===== config.mk =====
export PLATFORM = sky130hd
export DESIGN_NAME = hazard_fwd_ctrl
export DESIGN_NICKNAME = d
export VERILOG_FILES = /design/src/rtl/hazard_pkg.sv /design/src/rtl/hazard_stage_reg.sv /design/src/rtl/hazard_fwd_ctrl.sv
export SDC_FILE = /design/constraint.sdc
export NUM_CORES = 1
export LEC_CHECK = 0
export ABC_AREA = 1
export CORE_MARGIN = 1
export CORE_UTILIZATION = 32
export CTS_CLUSTER_DIAMETER = 60
export DETAILED_ROUTE_END_ITERATION = 8
export PLACE_DENSITY_LB_ADDON = 0.1
export SYNTH_ARGS = -nofsm -noshare
export SYNTH_HDL_FRONTEND = slang
export SYNTH_SLANG_ARGS = --single-unit

===== constraint.sdc =====
create_clock -name clk -period 4 [get_ports clk]
set_input_delay 1 -clock clk [delete_from_list [all_inputs] [get_ports clk]]
set_output_delay 1 -clock clk [all_outputs]
set_load 0.03 [all_outputs]

===== src/rtl/hazard_pkg.sv =====
// Shared encodings, stage record and small helpers for the hazard/forwarding controller.
package hazard_pkg;

    localparam int A_W = 5;
    localparam int T_W = 2;

    localparam logic [1:0] FWD_GRF = 2'd0;
    localparam logic [1:0] FWD_E   = 2'd1;
    localparam logic [1:0] FWD_M   = 2'd2;
    localparam logic [1:0] FWD_W   = 2'd3;

    localparam logic [T_W-1:0] TUSE_NONE = 2'd3;

    typedef struct packed {
        logic [A_W-1:0] a3;
        logic [T_W-1:0] tnew;
        logic [A_W-1:0] rs;
        logic [A_W-1:0] rt;
    } stage_t;

    localparam stage_t STAGE_ZERO = stage_t'({($bits(stage_t)){1'b0}});

    // Tnew counts down toward zero and holds there.
    function automatic logic [T_W-1:0] tnew_dec(input logic [T_W-1:0] t);
        if (t == {T_W{1'b0}}) begin
            return {T_W{1'b0}};
        end else begin
            return t - {{(T_W-1){1'b0}}, 1'b1};
        end
    endfunction

    function automatic logic fwd_hit(input stage_t s, input logic [A_W-1:0] idx);
        return (s.a3 != {A_W{1'b0}}) && (s.a3 == idx) && (s.tnew == {T_W{1'b0}});
    endfunction

    function automatic logic stall_hit(input stage_t s, input logic [A_W-1:0] idx,
                                       input logic [T_W-1:0] tuse);
        return (idx != {A_W{1'b0}}) && (tuse != TUSE_NONE) && (idx == s.a3) && (tuse < s.tnew);
    endfunction

    // Younger stages hold the newer value, so E beats M beats W.
    function automatic logic [1:0] fwd_d_sel(input logic [A_W-1:0] idx, input stage_t e,
                                             input stage_t m, input stage_t w);
        if (idx == {A_W{1'b0}}) begin
            return FWD_GRF;
        end else if (fwd_hit(e, idx)) begin
            return FWD_E;
        end else if (fwd_hit(m, idx)) begin
            return FWD_M;
        end else if (fwd_hit(w, idx)) begin
            return FWD_W;
        end else begin
            return FWD_GRF;
        end
    endfunction

endpackage


===== src/rtl/hazard_stage_reg.sv =====
// One pipeline stage record with async clear, bubble insertion and optional tnew countdown.
module hazard_stage_reg
    import hazard_pkg::*;
#(
    parameter bit DEC = 1'b1
) (
    input  logic   clk,
    input  logic   reset_n,
    input  logic   bubble,
    input  stage_t din,
    output stage_t dout
);

    stage_t next_s;

    // Next-state selection: bubble, pass-through, or pass-through with tnew countdown.
    always_comb begin
        next_s = din;
        if (bubble) begin
            next_s = STAGE_ZERO;
        end else if (DEC) begin
            next_s.tnew = tnew_dec(din.tnew);
        end else begin
            next_s = din;
        end
    end

    // Stage register with immediate clear on reset.
    always_ff @(posedge clk or negedge reset_n) begin
        if (!reset_n) begin
            dout <= STAGE_ZERO;
        end else begin
            dout <= next_s;
        end
    end

endmodule


===== src/rtl/hazard_fwd_ctrl.sv =====
// Hazard detection and forwarding control for a five-stage pipeline: D-stage stall,
// D/E/M forwarding selects and the W-stage GRF write address.
module hazard_fwd_ctrl
    import hazard_pkg::*;
#(
    parameter int AW = A_W,
    parameter int TW = T_W
) (
    input  logic          clk,
    input  logic          reset_n,
    input  logic [AW-1:0] d_rs,
    input  logic [AW-1:0] d_rt,
    input  logic [TW-1:0] d_tuse_rs,
    input  logic [TW-1:0] d_tuse_rt,
    input  logic [AW-1:0] d_a3,
    input  logic [TW-1:0] d_tnew,
    output logic          stall,
    output logic [1:0]    fwd_rs_d,
    output logic [1:0]    fwd_rt_d,
    output logic [1:0]    fwd_rs_e,
    output logic [1:0]    fwd_rt_e,
    output logic          fwd_rt_m,
    output logic [AW-1:0] w_a3
);

    stage_t d_stage_s;
    stage_t e_r;
    stage_t m_r;
    stage_t w_r;
    logic   unused_bits_s;

    assign d_stage_s = '{a3: d_a3, tnew: d_tnew, rs: d_rs, rt: d_rt};

    hazard_stage_reg #(.DEC(1'b0)) u_stage_e (
        .clk(clk), .reset_n(reset_n), .bubble(stall), .din(d_stage_s), .dout(e_r)
    );

    hazard_stage_reg #(.DEC(1'b1)) u_stage_m (
        .clk(clk), .reset_n(reset_n), .bubble(1'b0), .din(e_r), .dout(m_r)
    );

    hazard_stage_reg #(.DEC(1'b1)) u_stage_w (
        .clk(clk), .reset_n(reset_n), .bubble(1'b0), .din(m_r), .dout(w_r)
    );

    // W can never stall: its tnew has always counted down to zero by then.
    always_comb begin
        stall = stall_hit(e_r, d_rs, d_tuse_rs) || stall_hit(m_r, d_rs, d_tuse_rs) ||
                stall_hit(e_r, d_rt, d_tuse_rt) || stall_hit(m_r, d_rt, d_tuse_rt);
    end

    // D operands keep their computed selects even while stalled.
    always_comb begin
        fwd_rs_d = fwd_d_sel(d_rs, e_r, m_r, w_r);
        fwd_rt_d = fwd_d_sel(d_rt, e_r, m_r, w_r);
    end

    // E operands may only take from M or W; M store data only from W.
    always_comb begin
        fwd_rs_e = FWD_GRF;
        fwd_rt_e = FWD_GRF;
        if (fwd_hit(m_r, e_r.rs)) begin
            fwd_rs_e = FWD_M;
        end else if (fwd_hit(w_r, e_r.rs)) begin
            fwd_rs_e = FWD_W;
        end else begin
            fwd_rs_e = FWD_GRF;
        end
        if (fwd_hit(m_r, e_r.rt)) begin
            fwd_rt_e = FWD_M;
        end else if (fwd_hit(w_r, e_r.rt)) begin
            fwd_rt_e = FWD_W;
        end else begin
            fwd_rt_e = FWD_GRF;
        end
        fwd_rt_m = fwd_hit(w_r, m_r.rt);
    end

    assign w_a3          = w_r.a3;
    assign unused_bits_s = ^{m_r.rs, w_r.rs, w_r.rt};

endmodule


==> run_1/layer_met1.png <==
Scale bar: 20 µm. Supply wires on this layer in gray.
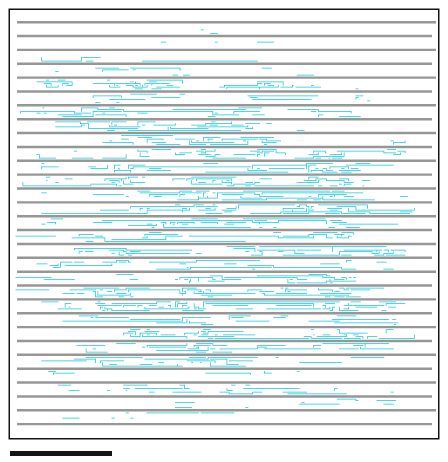
main direction: horizontal
nets with wire on the layer: 302
met1 Track Usage GR: 24.0%
DR vias: 1889
DRT Wirelength: 5.75 mm

==> run_1/layer_met2.png <==
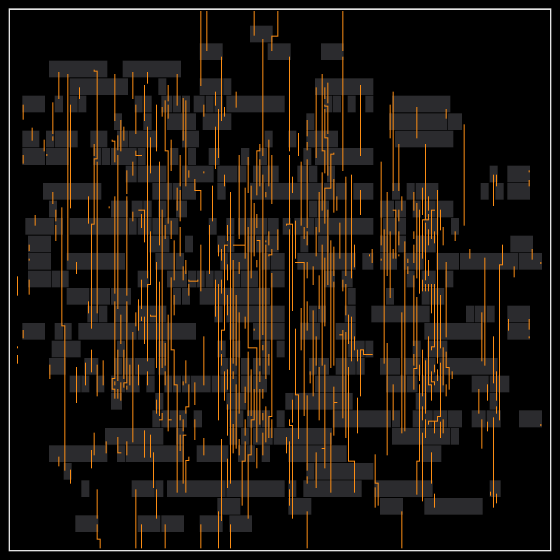
wire length on this layer: 2620 µm
main direction: vertical
nets with wire on the layer: 250
longest straight run: 45.2 µm
grt met2 use: 29.6%

==> run_1/layer_met3.png <==
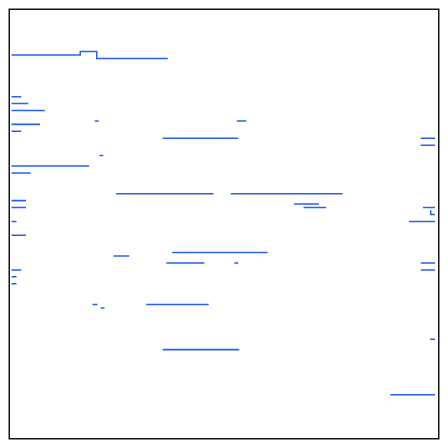
nets with wire on the layer: 34
wire length on this layer: 229 µm
longest straight run: 21.6 µm
M3 GR Usage: 3.26%

==> run_1/congestion.png <==
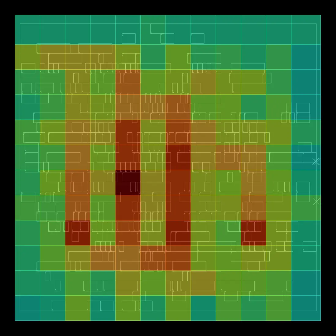
Routed wire per std cell: 14.5 µm
grt peak-use layer: met2

==> run summary, run 1 <==
Run status = complete, but fails checks
Failing checks = design-rule violations
Largest net degree at the start of global routing = 37
Cell area leaders = dfrtp_1, nand2_1, nor2_1
MaxCap Viol Count = 0
Final hold violation count = 0
Critical Path Sink Type = primary output
Clk buf depth = 2
Top logic family = simple AND/OR/NAND/NOR gates
Worst Path Required = 3.00 ns
# setup viols final = 0
FP Util = 33.5%
Log Warnings = 26
Final #Nets = 345
Yosys xor share = 9.37%
Worst skew pair latency = 0.29 ns
Total grt overflow = 0
Unique cell types = 28
Syn_area_per_cell = 7.63 µm²
Initial antenna violation count = 0
Comb area = 1020 µm²
Post-route cell area = 2670 µm²
Post-Syn Area = 2150 µm²
H-Tree Depth = 2
Unrepaired setup endpoints after global routing = no
MUX area fraction = 0%
Vias per Instance = 4.77
TNS Setup = 0 ns
Synth top area share = 41.9%
Placed cells = 388
Core Area = 6420 µm²
DR pass1 iterations = 6
Input/output buffers = 37
Post-placement cell area = 2550 µm²
I/O pin total = 38
Vias in the first global route = 1922
RD Place Congestion = 0.836
Worst Hold Class = reg -> reg
Initial DRC Count = 94
YS chip area = 2150 µm²
Syn Nets = 309
Area grow syn2layout = 24.0%
Yosys simple share = 26.4%
Async S/R FF share, synth = 100%
Root Buffer = clkbuf_8
Die W = 84.0 µm
Chip area = 7050 µm²
Post-synth top area cell = dfrtp_1
Die height = 84.0 µm
Worst-Margin Slew = 0.933 ns
Setup Skew = 0.00218 ns
Register area = 901 µm²
Finished Layout Cells = 396
Clk pin slew, worst setup/hold paths = 0.08 ns
CTS tree = built
Fraction of layout cells with a size suffix above 1 = 7.52%
Post-layout period usage = 88.8%
DP HPWL = 4.29 mm
Post-synth seq share = 41.9%
# DRC = 3
Minimum clock period = 3.55 ns
Startpoint types = input pin
Max Clock Freq = 281 MHz
Count leader, synth = nand2_1
Most frequent cells after synthesis = nand2_1, nor2_1, inv_1
Cts hold-fix bufs = 0
Core Rows = 29
Worst VDD drop = 0.161 mV
Number of nets with antenna violations after routing = 0
Worst-path fanout max = 5
PwrDens = 372 nW/µm²
Hold_ws = 0.440 ns
#FFs+latches synth = 36
Worst path arrival time = 2.55 ns
Slowest CP cell = clkdlybuf4s50_1
Fillers = 673
Post-Synth Adder-Cell Area = 2.33%
Yosys Instances = 282
CTS Buf Count = 5
AO/OA Area Share = 9.37%
Total Routing Usage GR = 18.4%
Clock sink count = 36
Final Max Slew Viols = 0
Post-synth top flop = dfrtp_1
First-pass GRT wire length = 9.87 mm
Synthesis Warnings = 0
Critical-path cell list = clkdlybuf4s50_1 > inv_1 > nand2_1 > nand2_1 > nor2_1 > nand3_1 > nor2_1 > inv_1 > a21oi_1 > buf_4
Pleak = 1.34 nW
Rel. slew slack = 37.8%
WS Path Type = in -> out
# diodes = 0
CP max stage delay = 0.58 ns
Number of enable flip-flop cells = 0
Cells after Synth = 282
[run 1: cell families (layout without fill, tap and decap cells)]
kind of cell,after synthesis,count (layout)
fa+ha+maj,4,4
flops,36,36
buf+inv,53,90
compound gates,34,34
simple gates,132,132
xor+xnor,23,23
[run 1: cell type report]
| cell class | instances | area share, % |
|---|---|---|
| inverter | 43 | 6.05 |
| sequential | 36 | 33.8 |
| clock inverter | 3 | 1.59 |
| tap | 77 | 3.61 |
| clock buffer | 5 | 2.58 |
| multi-input combinational | 193 | 38.2 |
| timing repair buffer | 39 | 14.2 |
[run 1: worst paths after layout]
kind	start	to	slack [ns]	cells past startpoint
setup / recovery	d_rt[1]	fwd_rt_d[1]	0.45	10
hold / removal	u_stage_e.dout[4]$_DFF_PN0_	u_stage_m.dout[4]$_DFF_PN0_	0.44	0
setup reg to reg	u_stage_m.dout[11]$_DFF_PN0_	u_stage_e.dout[5]$_DFF_PN0_	2.20	9
hold reg to reg	u_stage_e.dout[4]$_DFF_PN0_	u_stage_m.dout[4]$_DFF_PN0_	0.44	0
max in group asynchronous	reset_n	u_stage_w.dout[10]$_DFF_PN0_	2.59	1
min in group asynchronous	reset_n	u_stage_m.dout[1]$_DFF_PN0_	0.83	1
[run 1: timing repair]
| action | 4_1_cts | 5_1_grt |
|---|---|---|
| resized | 0 | 2 |
| buffers inserted | 0 | 0 |
| endpoints found under the setup margin | 0 | 2 |
[run 1: stage by stage]
step           power (mW)  util, %  worst slack, ns
2_1_floorplan       0.582        -            0.986
3_3_place_gp        0.674     39.7           0.0508
3_5_place_dp        0.673     39.7           0.0728
4_1_cts              1.00     41.5           0.0541
5_1_grt              1.05     41.5            0.214
6_report            0.992     41.5            0.447
[run 1: critical path, delay by kind of cell]
family                 cells  cell delay (ns)
AND/OR/NAND/NOR            5             0.48
AND-OR/OR-AND              1             0.14
buffers and inverters      4             0.93
[run 1: registers in the layout, summed over array words and instances (netlist names)]
signal          flops
u_stage_e.dout     17
u_stage_m.dout     12
u_stage_w.dout      7
[run 1: power breakdown]
part           internal (mW)  switching (mW)  leakage, nW
sequential             0.393          0.0425        0.430
combinational         0.0970           0.130        0.860
clock                  0.185           0.144       0.0541
[run 1: cell usage in the layout, fill, tap and decap left out, drive strengths merged, types with 5 or more instances in the layout]
cell type / count
clkbuf: 6
inv: 43
xnor2: 8
xor2: 15
buf: 5
nor2: 43
nand2: 59
o22ai: 7
dfrtp: 36
o21ai: 9
a21oi: 12
nand3: 10
nand4: 11
clkdlybuf4s50: 31
[run 1: metal layers]
metal,routed length (µm),track usage (%),vias to the layer above
met2,2620,29.6,48
met5,0,0,-
met1,2760,24.0,871
met3,229,3.26,9
met4,133,8.62,0
li1,-,-,961
==> run 2: changes to the inputs <==
--- a/config.mk
+++ b/config.mk
@@ -6,6 +6,8 @@
 export NUM_CORES = 1
 export LEC_CHECK = 0
 export ABC_AREA = 1
+export CELL_PAD_IN_SITES_DETAIL_PLACEMENT = 0
+export CELL_PAD_IN_SITES_GLOBAL_PLACEMENT = 1
 export CORE_MARGIN = 1
 export CORE_UTILIZATION = 32
 export CTS_CLUSTER_DIAMETER = 60
==> run 2 against run 1 <==
  * The run still ends with design-rule violations left
  * Flip-flop count unchanged
  * Clock power about the same
  * Routed wire length up 4.7%
  * Via count down 1.7%
  * Count of clock-buffer cells in the layout unchanged
  * Combinational power about the same
  * Critical path depth down 1
  * Synthesized cell count unchanged
  * Critical path type unchanged
  * Largest power group unchanged
==> run summary, run 2 <==
TNS Setup = 0 ns
MaxCap Viol Count = 0
Pleak = 1.36 nW
Total grt overflow = 0
Log Warnings = 26
Startpoint types = input pin
Most frequent cells after synthesis = nand2_1, nor2_1, inv_1
# setup viols final = 0
Largest net degree at the start of global routing = 37
Synth top area share = 41.9%
Worst VDD drop = 0.123 mV
Clk buf depth = 2
Post-Syn Area = 2150 µm²
Worst path arrival time = 2.55 ns
CTS tree = built
Minimum clock period = 3.55 ns
Initial antenna violation count = 0
FF-to-FF Start = u_stage_m.dout[11]$_DFF_PN0_
CTS Buf Count = 5
YS chip area = 2150 µm²
Worst-case reg-to-reg path depth = 9
Die W = 84.0 µm
Seq pwr share = 43.7%
Total power = 0.999 mW
Int Power = 0.678 mW
Rel. slew slack = 44.8%
PwrDens = 370 nW/µm²
Final #Nets = 349
Unique cell types = 28
Min-delay src = u_stage_e.dout[4]$_DFF_PN0_
Post-synth top area cell = dfrtp_1
Number of enable flip-flop cells = 0
Post-route cell area = 2700 µm²
Count leader, synth = nand2_1
Initial DRC Count = 97
RD Place Congestion = 0.821
Yosys Instances = 282
Slowest CP cell = clkdlybuf4s50_1
Failing checks = design-rule violations
# diodes = 0
Max reg flops = 17
Cts hold-fix bufs = 0
Top cells excl fill/tap = nand2_1, nor2_1, inv_1, dfrtp_1, clkdlybuf4s50_1
Max Clock Freq = 281 MHz
Run status = complete, but fails checks
DR pass1 iterations = 6
Root Buffer = clkbuf_8
Hold_ws = 0.454 ns
Unrepaired setup endpoints after global routing = no
Worst hold path stage count = 0
Vias in the first global route = 1777
Setup Skew = 0.00811 ns
Clock Power Share = 33.1%
I/O pin total = 38
Post-placement cell area = 2580 µm²
Fillers = 663
Chip area = 7050 µm²
Syn Nets = 309
Most numerous logic cell after layout = nand2_1
Fraction of layout cells with a size suffix above 1 = 8.67%
Synthesis Warnings = 0
Async S/R FF share, synth = 100%
Post-synth top flop = dfrtp_1
Largest regs = u_stage_e.dout: 17 flops, u_stage_m.dout: 12 flops, u_stage_w.dout: 7 flops
# DRC = 2
Syn_area_per_cell = 7.63 µm²
Post-layout period usage = 88.8%
Worst-path fanout max = 5
Final Max Slew Viols = 0
Final worst setup slack = 0.447 ns
Largest Register = u_stage_e.dout
#FFs+latches synth = 36
Cell area leaders = dfrtp_1, nand2_1, nor2_1
Area grow syn2layout = 25.4%
Worst skew pair latency = 0.29 ns
Worst Hold Endpoint = u_stage_m.dout[4]$_DFF_PN0_
Cells after Synth = 282
First-pass GRT wire length = 9.72 mm
Worst-Margin Slew = 0.828 ns
WS Path Type = in -> out
Clock sink count = 36
Logic pwr share = 23.2%
Die height = 84.0 µm
FP Util = 33.5%
DP HPWL = 4.46 mm
Reg2Reg Capture Point = u_stage_e.dout[9]$_DFF_PN0_
Sw frac = 32.2%
Psw = 0.322 mW
Worst Path Required = 3.00 ns
Critical-path cell list = clkdlybuf4s50_1 > inv_1 > nand2_1 > nand2_1 > nor2_1 > nand3_1 > nor2_1 > o22ai_1 > dlymetal6s2s_1
Post-synth seq share = 41.9%
Core Area = 6420 µm²
Worst slack, placed = 0.0922 ns
Reg-to-reg slack, setup = 2.20 ns
Final hold violation count = 0
Core Rows = 29
Clk pin slew, worst setup/hold paths = 0.08 ns
Worst Hold Class = reg -> reg
H-Tree Depth = 2
Vias per Instance = 4.64
Input/output buffers = 37
Critical Path Sink Type = primary output
Number of nets with antenna violations after routing = 0
CP max stage delay = 0.55 ns
[run 2: cell count changes in the layout (fill, tap and decap cells not counted), sizes merged]
cell,delta
clkbuf,-1
buf,+5
[run 2: worst max-delay path by stage]
| stage | from | end | slack (ns) | cells past startpoint |
|---|---|---|---|---|
| after detailed placement | d_rt[1] | fwd_rt_d[0] | 0.09 | 8 |
| after global placement | d_rs[2] | fwd_rs_d[0] | 0.06 | 8 |
| after global routing | d_rt[1] | fwd_rt_d[0] | 0.32 | 8 |
| after floorplan | d_rs[3] | fwd_rs_d[1] | 0.99 | 8 |
| after CTS | d_rt[1] | fwd_rt_d[0] | 0.08 | 8 |
| final | d_rt[1] | fwd_rt_d[0] | 0.45 | 9 |
[run 2: cell families after synthesis]
kind of cell	share of synthesized area, %
AND/OR/NAND/NOR	26.4
flip-flops	41.9
buffers and inverters	10.7
adder cells (fa/ha/maj)	2.33
AND-OR/OR-AND	9.37
XOR/XNOR	9.37
[run 2: repair_timing]
| action | in CTS | in global routing |
|---|---|---|
| gates resized | 0 | 2 |
| setup buffers | 0 | 0 |
| setup endpoints to repair | 0 | 2 |
[run 2: per-layer routing]
layer | up-vias | wire length [µm] | global-route usage, % | part of all wire (%)
li1 | 971 | - | - | -
met1 | 838 | 2790 | 25.2 | 46
met2 | 42 | 2870 | 30.0 | 48
met3 | 6 | 300 | 3.26 | 5.0
met4 | 0 | 60 | 5.80 | 1.0
met5 | - | 0 | 0 | 0
[run 2: critical path, delay by kind of cell]
kind                   cells  cell delay [ns]
buffers and inverters      3             0.92
AND/OR/NAND/NOR            5             0.51
AND-OR/OR-AND              1             0.12
[run 2: area by class of cell]
cell class / instances / area [µm²] / area share [%]
Inverter: 43 / 161 / 5.98
Clock inverter: 3 / 42.5 / 1.58
Multi-Input combinational cell: 193 / 1020 / 37.8
Timing Repair Buffer: 43 / 408 / 15.1
Clock buffer: 5 / 68.8 / 2.55
Sequential cell: 36 / 901 / 33.4
Tap cell: 77 / 96.3 / 3.57
[run 2: power groups by stage]
| stage | sequential (mW) | combinational (mW) | clock (mW) |
|---|---|---|---|
| floorplan | 0.424 | 0.159 | 0 |
| global placement | 0.445 | 0.235 | 0 |
| detailed placement | 0.445 | 0.233 | 0 |
| CTS | 0.437 | 0.234 | 0.338 |
| global route | 0.441 | 0.261 | 0.357 |
| finish | 0.437 | 0.231 | 0.331 |
[run 2: stage by stage]
| step | utilization [%] | cells |
|---|---|---|
| floorplan | - | 282 |
| global placement | 40.2 | 392 |
| detailed placement | 40.2 | 392 |
| CTS | 41.9 | 400 |
| global route | 42.0 | 400 |
| finish | 42.0 | 400 |
==> run_2/congestion.png <==
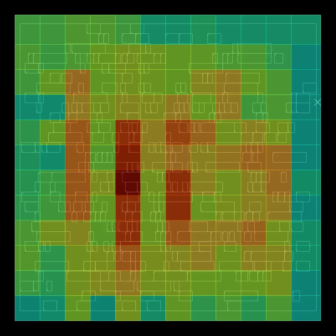
Total Routing Usage GR: 18.6%
Routed wire per std cell: 15.0 µm
grt met2 use: 30.0%
Finished Core Util: 42.0%

==> run_2/layer_met1.png <==
Scale bar: 20 µm. Supply wires on this layer in gray.
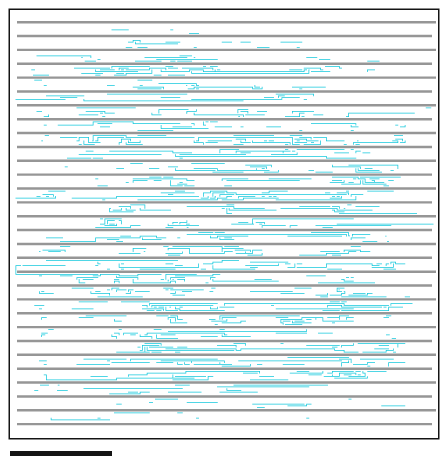
wire length on this layer: 2790 µm
share of all routed wire: 46%
main direction: horizontal
DRT Wirelength: 6.02 mm
met1 Track Usage GR: 25.2%
DR vias: 1857

==> run 3: changes to the inputs <==
--- a/config.mk
+++ b/config.mk
@@ -8,6 +8,7 @@
 export ABC_AREA = 1
 export CELL_PAD_IN_SITES_DETAIL_PLACEMENT = 0
 export CELL_PAD_IN_SITES_GLOBAL_PLACEMENT = 1
+export CORE_ASPECT_RATIO = 1.25
 export CORE_MARGIN = 1
 export CORE_UTILIZATION = 32
 export CTS_CLUSTER_DIAMETER = 60
==> run 3 against run 2 <==
  * The flow now finishes without violations
  * Count of clock-buffer cells in the layout stayed put
  * Cell count rose by 2.3%
  * Die area about the same
  * Sequential share of layout area grew 0.23 points
  * Largest cell class unchanged
==> run summary, run 3 <==
Run status = finished, final reports clean
Cells after Synth = 282
# diodes = 0
Hold_ws = 0.441 ns
Largest Register = u_stage_e.dout
DP HPWL = 4.67 mm
Number of nets with antenna violations after routing = 0
Input/output buffers = 37
Most frequent cells after synthesis = nand2_1, nor2_1, inv_1
Worst path arrival time = 2.55 ns
Top cells excl fill/tap = nand2_1, nor2_1, inv_1, dfrtp_1, clkdlybuf4s50_1
Reg2Reg Capture Point = u_stage_e.dout[2]$_DFF_PN0_
Largest net degree at the start of global routing = 37
Die height = 93.7 µm
Worst-Margin Slew = 0.823 ns
Syn Nets = 309
MaxCap Viol Count = 0
Max Clock Freq = 282 MHz
Pleak = 1.35 nW
RD Place Congestion = 0.838
Largest regs = u_stage_e.dout: 17 flops, u_stage_m.dout: 12 flops, u_stage_w.dout: 7 flops
Die W = 75.3 µm
WS Path Type = in -> out
Chip area = 7060 µm²
Area grow syn2layout = 24.5%
Placed cells = 401
Startpoint types = input pin
Number of enable flip-flop cells = 0
Post-placement cell area = 2590 µm²
Total grt overflow = 0
CTS Buf Count = 5
Fillers = 739
Root Buffer = clkbuf_8
Finished Layout Cells = 409
Post-synth top area cell = dfrtp_1
Synthesis Warnings = 0
YS chip area = 2150 µm²
Min-delay src = u_stage_e.dout[0]$_DFF_PN0_
Syn_area_per_cell = 7.63 µm²
Post-Syn Area = 2150 µm²
H-Tree Depth = 2
Setup Skew = 0.00766 ns
Final worst setup slack = 0.450 ns
# setup viols final = 0
FP Util = 33.0%
Synth top area share = 41.9%
Log Warnings = 26
FF-to-FF Start = u_stage_m.dout[11]$_DFF_PN0_
Initial DRC Count = 99
Worst Path Required = 3.00 ns
TNS Setup = 0 ns
Final Max Slew Viols = 0
Clk pin slew, worst setup/hold paths = 0.08 ns
Routed wire per std cell = 15.0 µm
Core Rows = 33
Final hold violation count = 0
Cts hold-fix bufs = 0
Worst VDD drop = 0.118 mV
Postcts setup bufs = 0
Fraction of layout cells with a size suffix above 1 = 8.39%
Async S/R FF share, synth = 100%
Most numerous logic cell after layout = nand2_1
Unique cell types = 28
Vias in the first global route = 1875
First-pass GRT wire length = 9.91 mm
Initial antenna violation count = 0
Worst skew pair latency = 0.29 ns
#FFs+latches synth = 36
CTS tree = built
Worst slack, placed = 0.0635 ns
Finished Core Util = 41.1%
Post-synth seq share = 41.9%
Max reg flops = 17
Minimum clock period = 3.55 ns
Reg-to-reg slack, setup = 2.24 ns
Critical Path Sink Type = primary output
Unrepaired setup endpoints after global routing = no
Post-synth top flop = dfrtp_1
[run 3: worst max-delay path by stage]
stage          slack (ns)  cells after the start          end  startpoint
6_report             0.45                      8  fwd_rt_d[0]     d_rt[3]
5_1_grt              0.27                     10  fwd_rt_d[1]     d_rt[1]
4_1_cts              0.05                      8  fwd_rs_d[0]     d_rs[3]
3_5_place_dp         0.06                      8  fwd_rs_d[0]     d_rs[3]
3_3_place_gp         0.03                      8  fwd_rs_d[0]     d_rs[3]
2_1_floorplan        0.99                      8  fwd_rs_d[1]     d_rs[3]
[run 3: where the power goes]
part	internal, mW	switching, mW	leakage (nW)
registers	0.393	0.0437	0.430
logic	0.0990	0.133	0.874
clock network	0.121	0.141	0.0479
total	0.614	0.318	1.35
[run 3: final cells by class]
| type | instances | area [µm²] | share of cell area [%] |
|---|---|---|---|
| Sequential cell | 36 | 901 | 33.6 |
| Inverter | 43 | 161 | 6.03 |
| Multi-Input combinational cell | 193 | 1020 | 38.1 |
| Timing Repair Buffer | 42 | 400 | 14.9 |
| Clock inverter | 3 | 18.8 | 0.701 |
| Clock buffer | 5 | 68.8 | 2.57 |
| Tap cell | 87 | 109 | 4.06 |
[run 3: routing by layer]
metal	wire, µm	GRT usage (%)	vias to the layer above
met1	2710	26.0	887
met4	81	6.02	0
li1	-	-	975
met5	0	0	-
met3	212	2.58	7
met2	3130	33.4	45
[run 3: cell families after synthesis]
kind of cell / synth area share, %
compound gates: 9.37
xor+xnor: 9.37
fa+ha+maj: 2.33
buf+inv: 10.7
flops: 41.9
simple gates: 26.4
[run 3: critical path, stage by stage]
cell             delay (ns)
clkdlybuf4s50_1        0.53
inv_1                  0.12
nand2_1                0.07
nand2_1                0.05
nor2_1                 0.16
nand3_1                0.12
o22ai_1                0.19
dlymetal6s2s_1         0.31
==> run_3/layer_met1.png <==
Scale bar: 20 µm. Supply wires on this layer in gray.
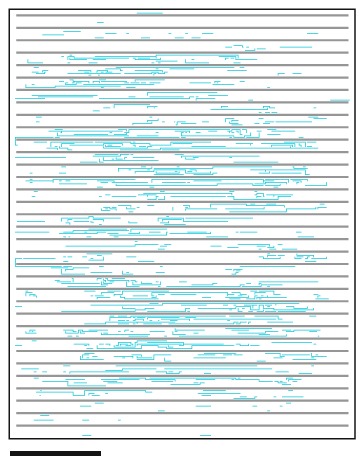
wire length on this layer: 2710 µm
main direction: horizontal
share of all routed wire: 44%
nets with wire on the layer: 316
DR vias: 1914
met1 Track Usage GR: 26.0%

==> run_3/metal_density.png <==
The die is cut into 15 by 19 equal tiles; dark blue is low, red is high, scaled to the fullest tile. Values are wire area over tile area, all layers added.
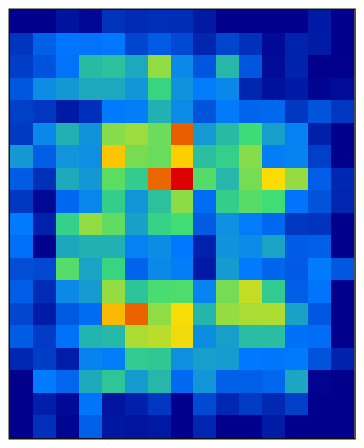
nearly empty tiles: 13%
mean over tiles: 0.13
fullest tile: 0.52
DRT Wirelength: 6.13 mm
Total Routing Usage GR: 19.8%

Power figures rest on the tool's default switching activity, not on a simulated workload.
